$ cat src/rtl/vga_pkg.sv
// Shared VGA timing constants, cursor geometry and mouse FSM types.
package vga_pkg;

   localparam int H_ACTIVE = 800;
   localparam int V_ACTIVE = 600;
   localparam int CUR_W = 16;
   localparam int CUR_H = 16;

   typedef enum logic [1:0] {
      IDLE    = 2'd0,
      PENDING = 2'd1,
      COMMIT  = 2'd2
   } mouse_fsm_t;

   typedef struct packed {
      logic [11:0] x;
      logic [11:0] y;
   } mouse_xy_t;

endpackage

$ cat src/rtl/mouse_frame_ctl_if.sv
// Mouse sample, committed position and click handshake bundle.
interface mouse_frame_ctl_if;

   logic [11:0] xpos_raw;
   logic [11:0] ypos_raw;
   logic        left_raw;
   logic        new_event;
   logic        vblnk;
   logic [11:0] xpos;
   logic [11:0] ypos;
   logic        click_valid;
   logic [11:0] click_x;
   logic [11:0] click_y;
   logic        click_ready;
   logic        click_ovf;

   modport master (
      output xpos_raw, ypos_raw, left_raw, new_event, vblnk,
      output click_ready,
      input  xpos, ypos, click_valid, click_x, click_y, click_ovf
   );

   modport slave (
      input  xpos_raw, ypos_raw, left_raw, new_event, vblnk,
      input  click_ready,
      output xpos, ypos, click_valid, click_x, click_y, click_ovf
   );

endinterface

$ cat src/rtl/mouse_clamp.sv
// Clamps a raw mouse sample to the visible area minus the cursor size.
// Clamping is enabled by defining MOUSE_FRAME_CTL_CLAMP_EN.
module mouse_clamp #(
   parameter int H_ACTIVE = 800,
   parameter int V_ACTIVE = 600,
   parameter int CUR_W    = 16,
   parameter int CUR_H    = 16
) (
   input  logic [11:0] x_raw,
   input  logic [11:0] y_raw,
   output logic [11:0] xc,
   output logic [11:0] yc
);

`ifdef MOUSE_FRAME_CTL_CLAMP_EN
   localparam logic [11:0] XMAX = 12'(H_ACTIVE - CUR_W);
   localparam logic [11:0] YMAX = 12'(V_ACTIVE - CUR_H);
`else
   // An all-ones bound turns the compare into a pass-through.
   localparam logic [11:0] XMAX = 12'hfff | 12'(H_ACTIVE - CUR_W);
   localparam logic [11:0] YMAX = 12'hfff | 12'(V_ACTIVE - CUR_H);
`endif

   assign xc = (x_raw > XMAX) ? XMAX : x_raw;
   assign yc = (y_raw > YMAX) ? YMAX : y_raw;

endmodule

$ cat src/rtl/mouse_frame_ctl.sv
// Commits mouse position at vblank start and emits left-click events.
// Optional clamping: MOUSE_FRAME_CTL_CLAMP_EN (evaluated in mouse_clamp).
module mouse_frame_ctl
   import vga_pkg::*;
#(
   parameter int H_ACTIVE = vga_pkg::H_ACTIVE,
   parameter int V_ACTIVE = vga_pkg::V_ACTIVE,
   parameter int CUR_W    = vga_pkg::CUR_W,
   parameter int CUR_H    = vga_pkg::CUR_H
) (
   input logic             clk40MHz,
   input logic             rst,
   mouse_frame_ctl_if.slave bus
);

   logic [11:0] xc, yc;
   mouse_xy_t   samp;

   mouse_clamp #(
      .H_ACTIVE (H_ACTIVE),
      .V_ACTIVE (V_ACTIVE),
      .CUR_W    (CUR_W),
      .CUR_H    (CUR_H)
   ) u_clamp (
      .x_raw (bus.xpos_raw),
      .y_raw (bus.ypos_raw),
      .xc    (xc),
      .yc    (yc)
   );

   mouse_fsm_t state_q, state_d;
   mouse_xy_t  pend_q, pend_d;
   mouse_xy_t  pos_q, pos_d;
   mouse_xy_t  cxy_q, cxy_d;
   logic       vblnk_q, vblnk_d;
   logic       left_q, left_d;
   logic       cval_q, cval_d;
   logic       ovf_q, ovf_d;
   logic       vb_rise, press, hs;

   always_comb begin
      samp    = '{x: xc, y: yc};
      vb_rise = bus.vblnk & ~vblnk_q;
      press   = bus.new_event & bus.left_raw & ~left_q;
      hs      = cval_q & bus.click_ready;
      vblnk_d = bus.vblnk;
      left_d  = bus.new_event ? bus.left_raw : left_q;
      state_d = state_q;
      pend_d  = pend_q;
      pos_d   = pos_q;
      // A sample arriving with vb_rise lands in pend and is committed next.
      unique case (state_q)
         IDLE: begin
            if (bus.new_event) begin
               pend_d  = samp;
               state_d = PENDING;
            end
         end
         PENDING: begin
            if (bus.new_event) pend_d = samp;
            if (vb_rise) state_d = COMMIT;
         end
         COMMIT: begin
            pos_d   = pend_q;
            state_d = bus.new_event ? PENDING : IDLE;
            if (bus.new_event) pend_d = samp;
         end
         default: state_d = IDLE;
      endcase
   end

   always_comb begin
      cval_d = cval_q;
      cxy_d  = cxy_q;
      ovf_d  = ovf_q;
      if (hs) begin
         cval_d = 1'b0;
         ovf_d  = 1'b0;
      end
      if (press) begin
         if (!cval_q || hs) begin
            cval_d = 1'b1;
            cxy_d  = samp;
         end else begin
            ovf_d = 1'b1;
         end
      end
   end

   always_ff @(posedge clk40MHz) begin
      if (rst) begin
         state_q <= IDLE;
         pend_q  <= '0;
         pos_q   <= '0;
         cxy_q   <= '0;
         vblnk_q <= 1'b0;
         left_q  <= 1'b0;
         cval_q  <= 1'b0;
         ovf_q   <= 1'b0;
      end else begin
         state_q <= state_d;
         pend_q  <= pend_d;
         pos_q   <= pos_d;
         cxy_q   <= cxy_d;
         vblnk_q <= vblnk_d;
         left_q  <= left_d;
         cval_q  <= cval_d;
         ovf_q   <= ovf_d;
      end
   end

   assign bus.xpos        = pos_q.x;
   assign bus.ypos        = pos_q.y;
   assign bus.click_valid = cval_q;
   assign bus.click_x     = cxy_q.x;
   assign bus.click_y     = cxy_q.y;
   assign bus.click_ovf   = ovf_q;

endmodule

$ cat src/flat_wrapper.sv
// flat-port wrapper written by rule: the top's interface ports become plain ports
module mouse_frame_ctl_flat import vga_pkg::*;
#(
   parameter int H_ACTIVE = vga_pkg::H_ACTIVE,
   parameter int V_ACTIVE = vga_pkg::V_ACTIVE,
   parameter int CUR_W    = vga_pkg::CUR_W,
   parameter int CUR_H    = vga_pkg::CUR_H
)
  (clk40MHz, rst, bus_xpos_raw, bus_ypos_raw, bus_left_raw, bus_new_event, bus_vblnk, bus_click_ready, bus_xpos, bus_ypos, bus_click_valid, bus_click_x, bus_click_y, bus_click_ovf);
  mouse_frame_ctl_if bus_i ();
  input logic clk40MHz;
  input logic rst;
  input wire logic [$bits(bus_i.xpos_raw)-1:0] bus_xpos_raw;
  input wire logic [$bits(bus_i.ypos_raw)-1:0] bus_ypos_raw;
  input wire logic [$bits(bus_i.left_raw)-1:0] bus_left_raw;
  input wire logic [$bits(bus_i.new_event)-1:0] bus_new_event;
  input wire logic [$bits(bus_i.vblnk)-1:0] bus_vblnk;
  input wire logic [$bits(bus_i.click_ready)-1:0] bus_click_ready;
  output wire logic [$bits(bus_i.xpos)-1:0] bus_xpos;
  output wire logic [$bits(bus_i.ypos)-1:0] bus_ypos;
  output wire logic [$bits(bus_i.click_valid)-1:0] bus_click_valid;
  output wire logic [$bits(bus_i.click_x)-1:0] bus_click_x;
  output wire logic [$bits(bus_i.click_y)-1:0] bus_click_y;
  output wire logic [$bits(bus_i.click_ovf)-1:0] bus_click_ovf;
  assign bus_i.xpos_raw = bus_xpos_raw;
  assign bus_i.ypos_raw = bus_ypos_raw;
  assign bus_i.left_raw = bus_left_raw;
  assign bus_i.new_event = bus_new_event;
  assign bus_i.vblnk = bus_vblnk;
  assign bus_i.click_ready = bus_click_ready;
  assign bus_xpos = bus_i.xpos;
  assign bus_ypos = bus_i.ypos;
  assign bus_click_valid = bus_i.click_valid;
  assign bus_click_x = bus_i.click_x;
  assign bus_click_y = bus_i.click_y;
  assign bus_click_ovf = bus_i.click_ovf;
  mouse_frame_ctl #(.H_ACTIVE(H_ACTIVE), .V_ACTIVE(V_ACTIVE), .CUR_W(CUR_W), .CUR_H(CUR_H)) u_core (.clk40MHz(clk40MHz), .rst(rst), .bus(bus_i));
endmodule
$ cat config.mk
export PLATFORM = sky130hd
export DESIGN_NAME = mouse_frame_ctl_flat
export DESIGN_NICKNAME = d
export VERILOG_FILES = /design/src/rtl/vga_pkg.sv /design/src/rtl/mouse_frame_ctl_if.sv /design/src/rtl/mouse_clamp.sv /design/src/rtl/mouse_frame_ctl.sv /design/src/flat_wrapper.sv
export SDC_FILE = /design/constraint.sdc
export NUM_CORES = 1
export LEC_CHECK = 0
export CORE_ASPECT_RATIO = 0.8
export CORE_MARGIN = 4
export CORE_UTILIZATION = 52
export CTS_CLUSTER_DIAMETER = 120
export CTS_CLUSTER_SIZE = 24
export DETAILED_ROUTE_END_ITERATION = 10
export GPL_TIMING_DRIVEN = 0
export PLACE_DENSITY = 0.84
export SYNTH_ARGS = -nofsm -noshare
export SYNTH_HDL_FRONTEND = slang
export SYNTH_SLANG_ARGS = --single-unit
export TNS_END_PERCENT = 1
$ cat constraint.sdc
create_clock -name clk40MHz -period 2.48 [get_ports clk40MHz]
set_clock_uncertainty 0.1 [all_clocks]
set_input_delay 0.248 -clock clk40MHz [delete_from_list [all_inputs] [get_ports clk40MHz]]
set_output_delay 0.248 -clock clk40MHz [all_outputs]
set_load 0.02 [all_outputs]
Figure 1. Sequential cells colored by netlist name.
Scale: 6 px per micron.
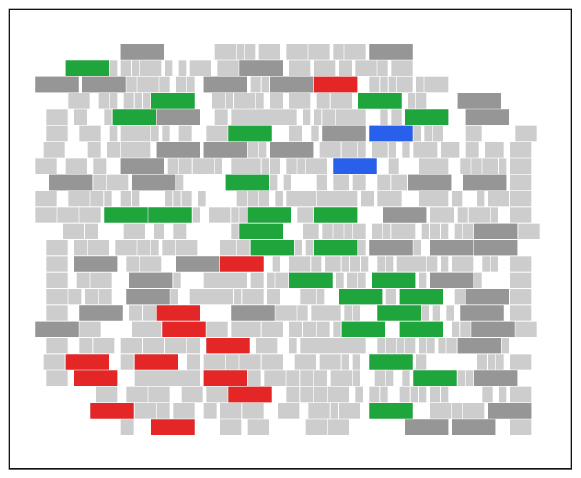
netlist name	color	flops
`u_core.pend_q`	green	24
`u_core.bus.click_y`	red	12
`u_core.state_q`	blue	2
not colored	40
Layout Utilization: 0.751
P_seq: 1.33 mW

Figure 2. Wire density map.
Scale: 4 px per micron. The die is cut into 19 by 15 equal tiles; dark blue is low, red is high, scaled to the fullest tile. Values are wire area over tile area, all layers added.
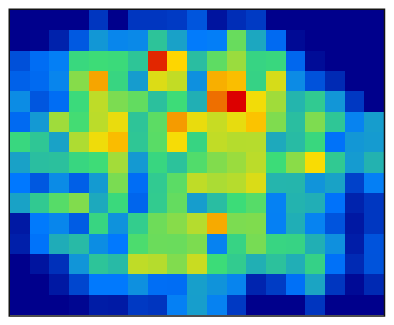
nearly empty tiles	13%
tiles over half the peak	26%
fullest tile	0.49
mean over tiles	0.17
Total GRT Usage: 0.223
WL final: 7570 microns

Figure 3. Routed metal, one color a layer.
Scale: 4 px per micron. Only two layers are drawn.
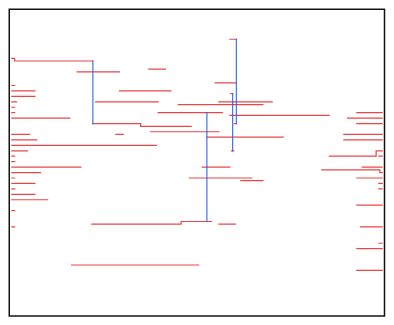
layer	color	wire length
met3	red	543 microns
met4	blue	78.2 microns
WL per Instance: 14.8 microns
DR vias: 2524

==> results.py <==
# Synthesis and PnR figures
metrics = {
    "run_status": {
        "run_status": "complete, no violations",
    },
    "timing": {
        "rsz0062_at_grt": "false",
        "layout_setup_ws_ps": 794,
        "setup_viol": 0,
        "tns_ps": 0,
        "tightest_slew_ps": 525,
        "slew_viol_final": 0,
    },
    "cells_and_area": {
        "stdcell_count": 510,
        "fillers": 403,
        "fin_area_sq_um": 4170,
        "lay_top_cells": "96 x nand2_1, 78 x clkdlybuf4s50_1, 78 x dfxtp_1",
        "mostFrequentLayoutCell": "nand2_1",
        "areaGrowthSynthToFinish_pct": 37.4,
        "fin_nets": 457,
    },
    "logic_synthesis": {
        "compound_area_frac": 0.0973,
        "syn_avg_cell_area_sq_um": 8.98,
        "synth_warnings": 0,
        "synthMuxAreaShare": 0.0824,
        "synthSimpleGateAreaFrac": 0.243,
        "synthArstFlopShare": 0,
        "top_area_frac": 0.514,
        "synthTopCellsByArea": "dfxtp_1 51%, nand2_1 12%, nand2b_1 11%",
        "postSynthSeqShare": 0.514,
        "largest_area_cell": "dfxtp_1",
        "yosys.cell_types.count": 21,
        "ys_chip_area_sq_um": 3040,
    },
    "floorplan": {
        "chip_area_sq_um": 7130,
        "core-area_sq_um": 5560,
        "fp_util": 0.546,
    },
    "worst_setup_path": {
        "cp_slowest_cell": "clkdlybuf4s50_1",
        "cp-endpoint": "bus_click_valid",
        "crit_chain": "clkdlybuf4s50_1",
        "reg2reg_slack_ps": 1130,
        "worst-path-max-fanout": 4,
        "worst-path-buf-inv": 1,
        "critPathKind": "flop to output port",
        "cp_top_family": "buffers and inverters",
        "r2r-start": "u_core.state_q[0]",
    },
    "place": {
        "io_buffers": 78,
        "postPlaceCellArea_sq_um": 3910,
        "dp.cells": 494,
    },
    "global_routing": {
        "grt-ovfl-total": 0,
        "met3_usage": 0.0770,
        "grt_pass1_wl_microns": 12600,
    },
    "pwr": {
        "sequentialPowerShare": 0.472,
        "leakagePower_nw": 1.52,
        "combinationalPower_uw": 305,
        "clk-power_mw": 1.18,
        "p_comb_frac": 0.108,
        "sw_frac_of_total": 0.227,
        "peakVddDrop_mv": 0.504,
    },
    "clocking": {
        "post_cts_resized": 0,
        "post_cts_buffers": 0,
        "ctsHoldBuffers": 0,
        "cts-root-buf": "clkbuf_8",
        "htree_levels": 3,
        "cts_buffer_depth": 2,
        "cts_inserted_buffers": 9,
    },
    "routing": {
        "ant_nets": 0,
        "drc": 0,
        "dr.first_iter.drc_count": 120,
    },
    "min_path": {
        "hold_depth": 2,
        "holdPathEnd": "u_core.vblnk_q",
        "min-delay-start": "rst",
    },
}
registers in the layout, summed over array words and instances, names as in the netlist:
register and count:
u_core.bus.click_y 12, u_core.bus.ypos 12, u_core.bus.click_valid 1, u_core.vblnk_q 1
u_core.left_q 1, u_core.bus.xpos 12, u_core.state_q 2, u_core.bus.click_ovf 1
u_core.pend_q 24, u_core.bus.click_x 12
layer usage:
layer,vias up,wire (microns),share of wire
met4,0,78,0.010
li1,1266,-,-
met2,84,3610,0.48
met5,-,0,0
met3,9,542,0.072
met1,1165,3330,0.44
final cells by class:
class                   instances  share of cell area
plain buffers                  24              0.0450
clock buffers                  11              0.0363
clock inverters                 5              0.0252
inverters                       1            0.000900
multi-input cells             235               0.308
flip-flops and latches         78               0.374
well taps                      78              0.0234
repair buffers                 78               0.187
No activity file was given, so power comes from the tool's default toggle rates.
